$ cat src/rtl/fetch_queue.sv
// Fetch-to-decode instruction buffer: a DEPTH-entry circular FIFO of {pc, inst} pairs with a one-cycle flush.
// Optional feature macro IFQ_BYPASS_EN adds a zero-latency path from fetch to decode when the queue is empty.
module fetch_queue #(
  parameter int DEPTH = 4,
  parameter int XLEN  = 32
) (
  input  logic                       clk_i,
  input  logic                       rst_ni,
  input  logic                       redir_i,
  input  logic                       in_valid_i,
  input  logic [XLEN-1:0]            in_pc_i,
  input  logic [XLEN-1:0]            in_inst_i,
  output logic                       in_ready_o,
  output logic                       out_valid_o,
  output logic [XLEN-1:0]            out_pc_o,
  output logic [XLEN-1:0]            out_inst_o,
  input  logic                       out_ready_i,
  output logic [$clog2(DEPTH+1)-1:0] count_o
);

  localparam int PW = $clog2(DEPTH);
  localparam int CW = $clog2(DEPTH+1);

  logic [XLEN-1:0] pc_mem   [DEPTH];
  logic [XLEN-1:0] inst_mem [DEPTH];

  logic [PW-1:0] wr_ptr_q;
  logic [PW-1:0] rd_ptr_q;
  logic [CW-1:0] count_q;

  logic full;
  logic empty;
  logic bypass;
  logic enq;
  logic deq;

  assign full  = (count_q == CW'(DEPTH));
  assign empty = (count_q == '0);

`ifdef IFQ_BYPASS_EN
  // An empty queue with decode ready hands the fetch word straight through.
  assign bypass = rst_ni && empty && in_valid_i && out_ready_i && !redir_i;
`else
  assign bypass = 1'b0;
`endif

  assign in_ready_o  = rst_ni && !full;
  assign out_valid_o = rst_ni && !redir_i && (!empty || bypass);

  // A bypassed word is consumed directly and touches neither storage nor count.
  assign enq = in_valid_i && in_ready_o && !redir_i && !bypass;
  assign deq = out_valid_o && out_ready_i && !bypass;

  always_comb begin
    out_pc_o   = '0;
    out_inst_o = '0;
    if (out_valid_o) begin
      if (bypass) begin
        out_pc_o   = in_pc_i;
        out_inst_o = in_inst_i;
      end else begin
        out_pc_o   = pc_mem[rd_ptr_q];
        out_inst_o = inst_mem[rd_ptr_q];
      end
    end
  end

  assign count_o = rst_ni ? count_q : '0;

  always_ff @(posedge clk_i) begin
    if (enq) begin
      pc_mem[wr_ptr_q]   <= in_pc_i;
      inst_mem[wr_ptr_q] <= in_inst_i;
    end
  end

  // Reset outranks flush, and flush outranks any handshake in the same cycle.
  always_ff @(posedge clk_i) begin
    if (!rst_ni) begin
      wr_ptr_q <= '0;
      rd_ptr_q <= '0;
      count_q  <= '0;
    end else if (redir_i) begin
      wr_ptr_q <= '0;
      rd_ptr_q <= '0;
      count_q  <= '0;
    end else begin
      if (enq) wr_ptr_q <= wr_ptr_q + PW'(1);
      if (deq) rd_ptr_q <= rd_ptr_q + PW'(1);
      if (enq && !deq)      count_q <= count_q + CW'(1);
      else if (deq && !enq) count_q <= count_q - CW'(1);
    end
  end

endmodule

$ cat config.mk
export PLATFORM = sky130hd
export DESIGN_NAME = fetch_queue
export DESIGN_NICKNAME = d
export VERILOG_FILES = /design/src/rtl/fetch_queue.sv
export SDC_FILE = /design/constraint.sdc
export NUM_CORES = 1
export LEC_CHECK = 0
export ABC_AREA = 1
export CAP_MARGIN = 10
export CORE_ASPECT_RATIO = 1.75
export CORE_MARGIN = 2
export CORE_UTILIZATION = 27
export DETAILED_ROUTE_END_ITERATION = 10
export GPL_TIMING_DRIVEN = 0
export PLACE_DENSITY = 0.56
export RECOVER_POWER = 50
export SYNTH_ARGS = -nofsm -noshare
export SYNTH_HDL_FRONTEND = slang
export SYNTH_SLANG_ARGS = --single-unit
$ cat constraint.sdc
create_clock -name clk_i -period 5.4 [get_ports clk_i]
set_clock_uncertainty 0.05 [all_clocks]
set_input_delay 1.62 -clock clk_i [delete_from_list [all_inputs] [get_ports clk_i]]
set_output_delay 1.62 -clock clk_i [all_outputs]
set_load 0.01 [all_outputs]
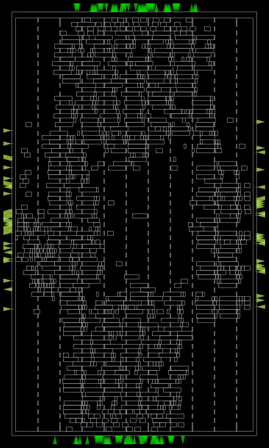
*Placement view, run 1*
Flops: 265
Cell Count, Final, Fillers Out: 1508
row cnt: 95
Well Taps: 485
core area: 38400 sq um

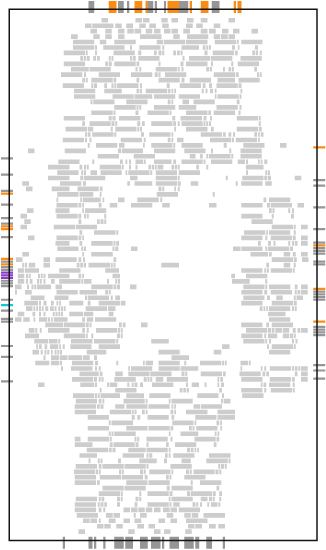
*I/O pins on the die edge, run 1*
Scale: 2 px per um. Pins as bars across the die edge, other pins in gray.
port	color	pins	direction	edge
count_o	purple	3	output	left
out_ready_i	cyan	1	input	left
out_pc_o	orange	32	output	23 top, 5 left, 4 right

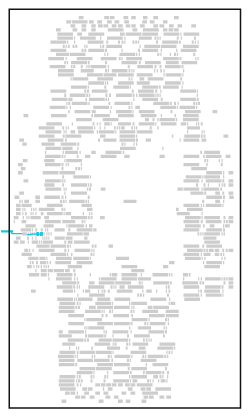
*Wires at chosen ports, followed through buffers, run 1*
Scale: 1.5 px per um.
port	color	bits	direction	end cells	wire
out_ready_i	cyan	1	input	2	19.3 um

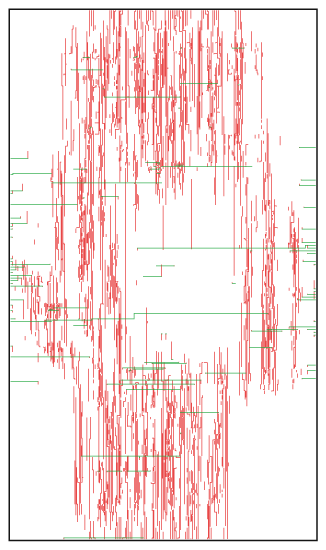
*Metal layers overlaid, run 1*
Scale: 2 px per um. Two of the layers only.
layer	color	wire length
met3	green	1210 um
met2	red	14600 um

==> CHANGELOG.md, run 1 <==
### Metrics

* Status: finished with violations
* Failing checks: capacitance limit, slew limit
* Die Size at 40600 sq um
* GP Congestion at 0.758
* Met2 WL at approximately 15000 um
* Worst hold start: rd_ptr_q[1]
* Logic family by area: simple AND/OR/NAND/NOR gates
* Max Cap Viol at 3
* WL met3 at 1210 um
* DR pass1 iterations at 5
* Met2 Use GR at 24.9%
* RSZ-0062 raised after global routing: no
* PostCTS Resize Cnt at 0
* Required @ worst endpoint at 3.73 ns
* Seq pwr share at 54.9%
* Final WS setup at 0.0939 ns
* Critical path's top delay family: buffers and inverters
* Ys Warns at 0
* Fa+ha+maj area frac at 0.786%
* Clock Latency Late Sink at 0.52 ns
* Post-synth EDFFs at 256
* Logic inverters at 21
* Reg area at 7870 sq um
* Nets@finish at between 1000 and 1500
* Pre-CTS setup slack at roughly 0.013 ns
* Initial antenna violation count at 3
* Most used routing layer: met2
* Worst Max-Slew Pin Slew at 1.92 ns
* Synth unique cells at 22
* Slowest-stage cell, CP: clkdlybuf4s50_1
* WP data arrival at between 3 and 4 ns
* Worst setup path end: out_pc_o[18]
* Most instantiated cells after synthesis: nor2_1 (271), edfxtp_1 (256), o21ai_0 (122), a21oi_1 (67), buf_6 (19)
* Hold WC Path Type: flip-flop to flip-flop
* Leakage at 0.00455 uW
* Post-layout period usage at 98.3%
* Final Max Tran Viols at roughly 45
* Fraction of area in registers at 58.2%
* Syn_area_per_cell at 12.6 sq um
* PD cells at 307 nW/um^2
* Top FF cell, synth: edfxtp_1
* Area-dominant class: flip-flops and latches
* All-Layer GR Usage at 12.8%
* Flops out of synthesis at 265
* CP Depth at 8
* First-pass GRT wire length at 39600 um
* Ys cells at 833
* Design Power at 4150 uW
* Mapped Area at between 10000 and 15000 sq um
* Startpoint Class: input port
* Crit-path max FO at 10
* Log Warnings at 29
* Hold Buf Count CTS at 0
* Final setup viols at 0
* Reg-to-reg endpoint: pc_mem[0][25]
* Min Hold Slack at 0.468 ns
* Worst reg2reg path depth at 8
* Post-synthesis simple-gate area fraction at 10.8%
* DR WL/cell at between 15 and 20 um
* Wl on met1 at 10400 um
* Clock network area share at 6.01%
* DRC viols at 0
* Logic pwr share at 3.6%
* Logic cell area at ~2200 sq um
* Fin. Hold Viols at 0
* Die Y at 265 um
* CLK BUF at 34
* Multi-input gates at 499
* Peak supply drop at 175 uV
* Comb power at 149 uW
* Worst-path clk slew at 0.06 ns
* Vias per cell at 4.45
* Sw power at 820 uW
* Layout cells sized above 1 at 8.21%
* Cell Chain, Critical Path: clkdlybuf4s50_1 > inv_2 > nor2_8 > nand2_2 > buf_6 > buf_6 > a21oi_1 > clkdlybuf4s50_1
* Hold Path Depth at 2
* Top-count cell post-synth: nor2_1
* XORs/XNORs by Area at less than 1%
* Net Count, Synth at 908
* Setup slack, reg-to-reg at 2.05 ns
* Largest net degree at the start of global routing at 28
* Routing usage on met3 at 2.13%
* DRT iter0 DRCs at 346
* Postcts setup bufs at 0
* Logic share of the area at ~17%
* Hold Path Sink: rd_ptr_q[1]
* Max frequency at 188 MHz
* Congestion Overflow GR at 0
* Cell count after synthesis at between 800 and 900
### Cells by drive strength, run 1

Scale: 2 px per um.
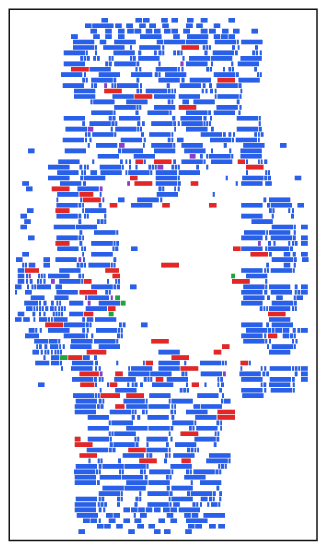

--- run 2 (diff from run 1) ---
Settings changed: RECOVER_POWER 50 to not set.
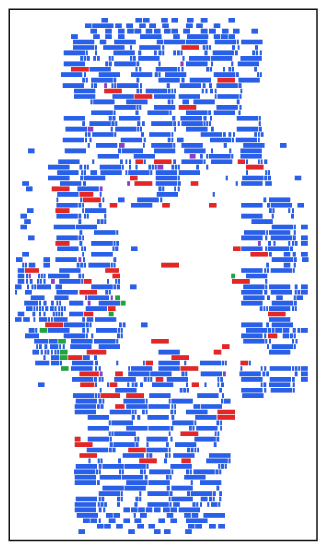
*Cells by drive strength, run 2*
Scale: 2 px per um.
size	color	cells	most used
drive 1 or less	blue	935	nor2_1
drive 2	purple	17	buf_2
drive 3 to 4	green	9	nor2_4
drive 6 and up	red	62	clkbuf_16

==> run 2 against run 1 <==
The flow now finishes without violations. Sequential share of layout area down 0.13 points. Critical endpoint unchanged. Routed wire length decreased by 0.24%. First-iteration DRC count shrank 2.6%. Final cell count unchanged. Area after synthesis stayed put. Clock-buffer cell count stayed put. Power rose by 0.22%. Final area rose by 0.22%. Via count barely moved. Highest routed layer unchanged.
==> CHANGELOG.md, run 2 <==
### Metrics

* Status: finished, final reports clean
* Final WS setup at 0.0966 ns (+0.00266 ns)
* Sw power at 819 uW (about the same)
* WP data arrival at 3.63 ns (about the same)
* Cell count after synthesis at 833 (unchanged)
* XORs/XNORs by Area at 0.0834% (unchanged)
* DR pass1 iterations at 5 (unchanged)
* Seq pwr share at 54.8% (about the same)
* CLK BUF at 34 (unchanged)
* Worst Max-Slew Pin Slew at 0.980 ns (-0.943 ns)
* WL met3 at 1280 um (+5.7%)
* Cell Count, Final, Fillers Out at 1508 (unchanged)
* PD cells at 307 nW/um^2 (about the same)
* Hold Path Sink: rd_ptr_q[1]
* Synth unique cells at 22 (unchanged)
* Row cnt at 95 (unchanged)
* Crit-path max FO at 10 (unchanged)
* Nets@finish at 1081 (unchanged)
* Logic pwr share at 3.8% (+0.2 points)
* Top FF cell, synth: edfxtp_1
* Syn_area_per_cell at 12.6 sq um (unchanged)
* All-Layer GR Usage at 12.8% (unchanged)
* Multi-input gates at 499 (unchanged)
* Worst setup path end: out_pc_o[18]
* Peak supply drop at 175 uV (-0.23%)
* Initial antenna violation count at 1 (-2)
* Reg-to-reg endpoint: inst_mem[2][0]
* RSZ-0062 raised after global routing: no
* Ys Warns at 0 (unchanged)
* Ys cells at 833 (unchanged)
* Log Warnings at 29 (unchanged)
* Fa+ha+maj area frac at 0.786% (unchanged)
* Startpoint Class: input port
* Die Size at 40600 sq um (unchanged)
* Wl on met1 at 10200 um (-1.7%)
* Flops out of synthesis at 265 (unchanged)
* Comb power at 160 uW (+7%)
* Logic inverters at 21 (unchanged)
* Flops at 265 (unchanged)
* DR WL/cell at 17.7 um (-0.24%)
* Net Count, Synth at 908 (unchanged)
* Fraction of area in registers at 58.1% (-0.13 points)
* PostCTS Resize Cnt at 0 (unchanged)
### Wires at chosen ports, followed through buffers, run 2

Scale: 1.5 px per um.
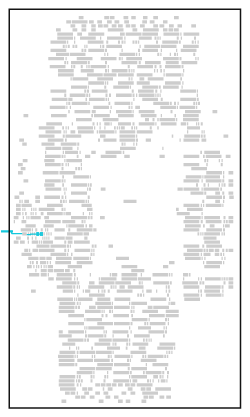

--- run 3 (diff from run 2) ---
Settings changed: CAP_MARGIN 10 to not set, CELL_PAD_IN_SITES_DETAIL_PLACEMENT set to 1, CELL_PAD_IN_SITES_GLOBAL_PLACEMENT set to 2, PLACE_DENSITY 0.56 to 0.72.
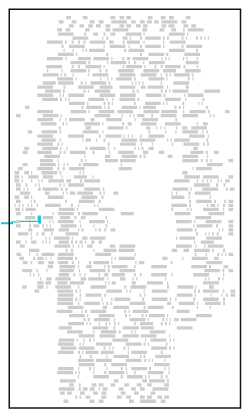
*Wires at chosen ports, followed through buffers, run 3*
Scale: 1.5 px per um.
port	color	bits	direction	end cells	wire
out_ready_i	cyan	1	input	2	20.6 um

==> run 3 against run 2 <==
Sequential power about the same. Critical path depth unchanged. Die area unchanged. Final area increased by 0.16%. Power increased by 1.1%. Final cell count about the same. Routed wire length increased by 9.0%. Global-route usage increased by 1.4 points. Critical path type unchanged. Highest routed layer is now met4.
==> CHANGELOG.md, run 3 <==
### Metrics

* Sw power at 848 uW (+3.5%)
* Critical Path Max Stage Delay at around 0.60 ns
* XORs/XNORs by Area at 0.0834% (unchanged)
* Log Warnings at 29 (unchanged)
* Port bufs at 137
* Sw frac at 20.2%
* Sequential power at about 2300 uW
* Ys Warns at 0 (unchanged)
* Max frequency at 189 MHz
* Top FF cell, synth: edfxtp_1
* Flops at 265 (unchanged)
* CTS tree: yes
* Peak supply drop at 183 uV (+4.8%)
* Critical path buffer and inverter count at 5
* Ys cells at 833 (unchanged)
* Synth unique cells at 22 (unchanged)
* Final instance area at between 10000 and 15000 sq um
* Wl on met1 at 11200 um (+9.1%)
* Worst hold start: count_q[1]
* RSZ-0062 raised after global routing: no
* Logic inverters at 21 (unchanged)
* Num ports at 138
* Cts bufs inserted at 25
* Fraction of area in registers at 58.0% (-0.091 points)
* Fa+ha+maj area frac at 0.786% (unchanged)
* Most frequent logic cells in the routed design: nor2_1 (267), edfxtp_1 (256), clkdlybuf4s50_1 (136)
* Root Driver: clkbuf_16
* All-Layer GR Usage at 14.1% (+1.4 points)
* First-pass GRT wire length at 44200 um
* PostCTS Resize Cnt at 2 (+2)
* Reg-to-reg endpoint: pc_mem[3][29]
* Pre-Place Util at a little over a quarter
* Logic pwr share at 3.8% (about the same)
* Initial antenna violation count at 0 (-1)
* Cell Count, Final, Fillers Out at 1509 (+0.066%)
* Row cnt at 95 (unchanged)
* Post-synth EDFFs at about 260
* PD cells at 310 nW/um^2 (+0.97%)
* Fillers at 4097
* Worst setup path end: out_pc_o[13]
* Status: finished, final reports clean
* GP Congestion at 0.718
* Clock Power at around 1800 uW
* Seq pwr share at 54.2% (-0.6 points)
* Post-layout period usage at a little over nine tenths
* Max Cap Viol at 0
* Fin. Hold Viols at 0
* DR WL/cell at 19.3 um (+9.0%)
* Comb power at 161 uW (about the same)
* Final WS setup at 0.111 ns (+0.0143 ns)
* Slowest-stage cell, CP: clkdlybuf4s50_1
* Multi-input gates at 499 (unchanged)
* Nets@finish at 1081 (unchanged)
* WL met3 at 939 um (-27%)
* Worst Max-Slew Pin Slew at 0.971 ns (-0.00900 ns)
* Width of the die at 153 um
* Net Count, Synth at 908 (unchanged)
* Most used routing layer: met2
* Cell count after synthesis at 833 (unchanged)
* Hold Path Sink: count_q[1]
* CLK BUF at 29 (-15%)
* Startpoint Class: input port
* DR pass1 iterations at 5 (unchanged)
* Slew headroom at 35.1%
* Syn_area_per_cell at 12.6 sq um (unchanged)
* Worst-path clk slew at 0.06 ns
* Crit-path max FO at 10 (unchanged)
* Logic cell area at 2270 sq um
* Logic share of the area at 16.8%
* Setup slack, reg-to-reg at 2.85 ns
* Die Size at 40600 sq um (unchanged)
* Flops out of synthesis at 265 (unchanged)
* Final Max Tran Viols at 0
* WP data arrival at 3.62 ns (about the same)
Power figures rest on the tool's default switching activity, not on a simulated workload.
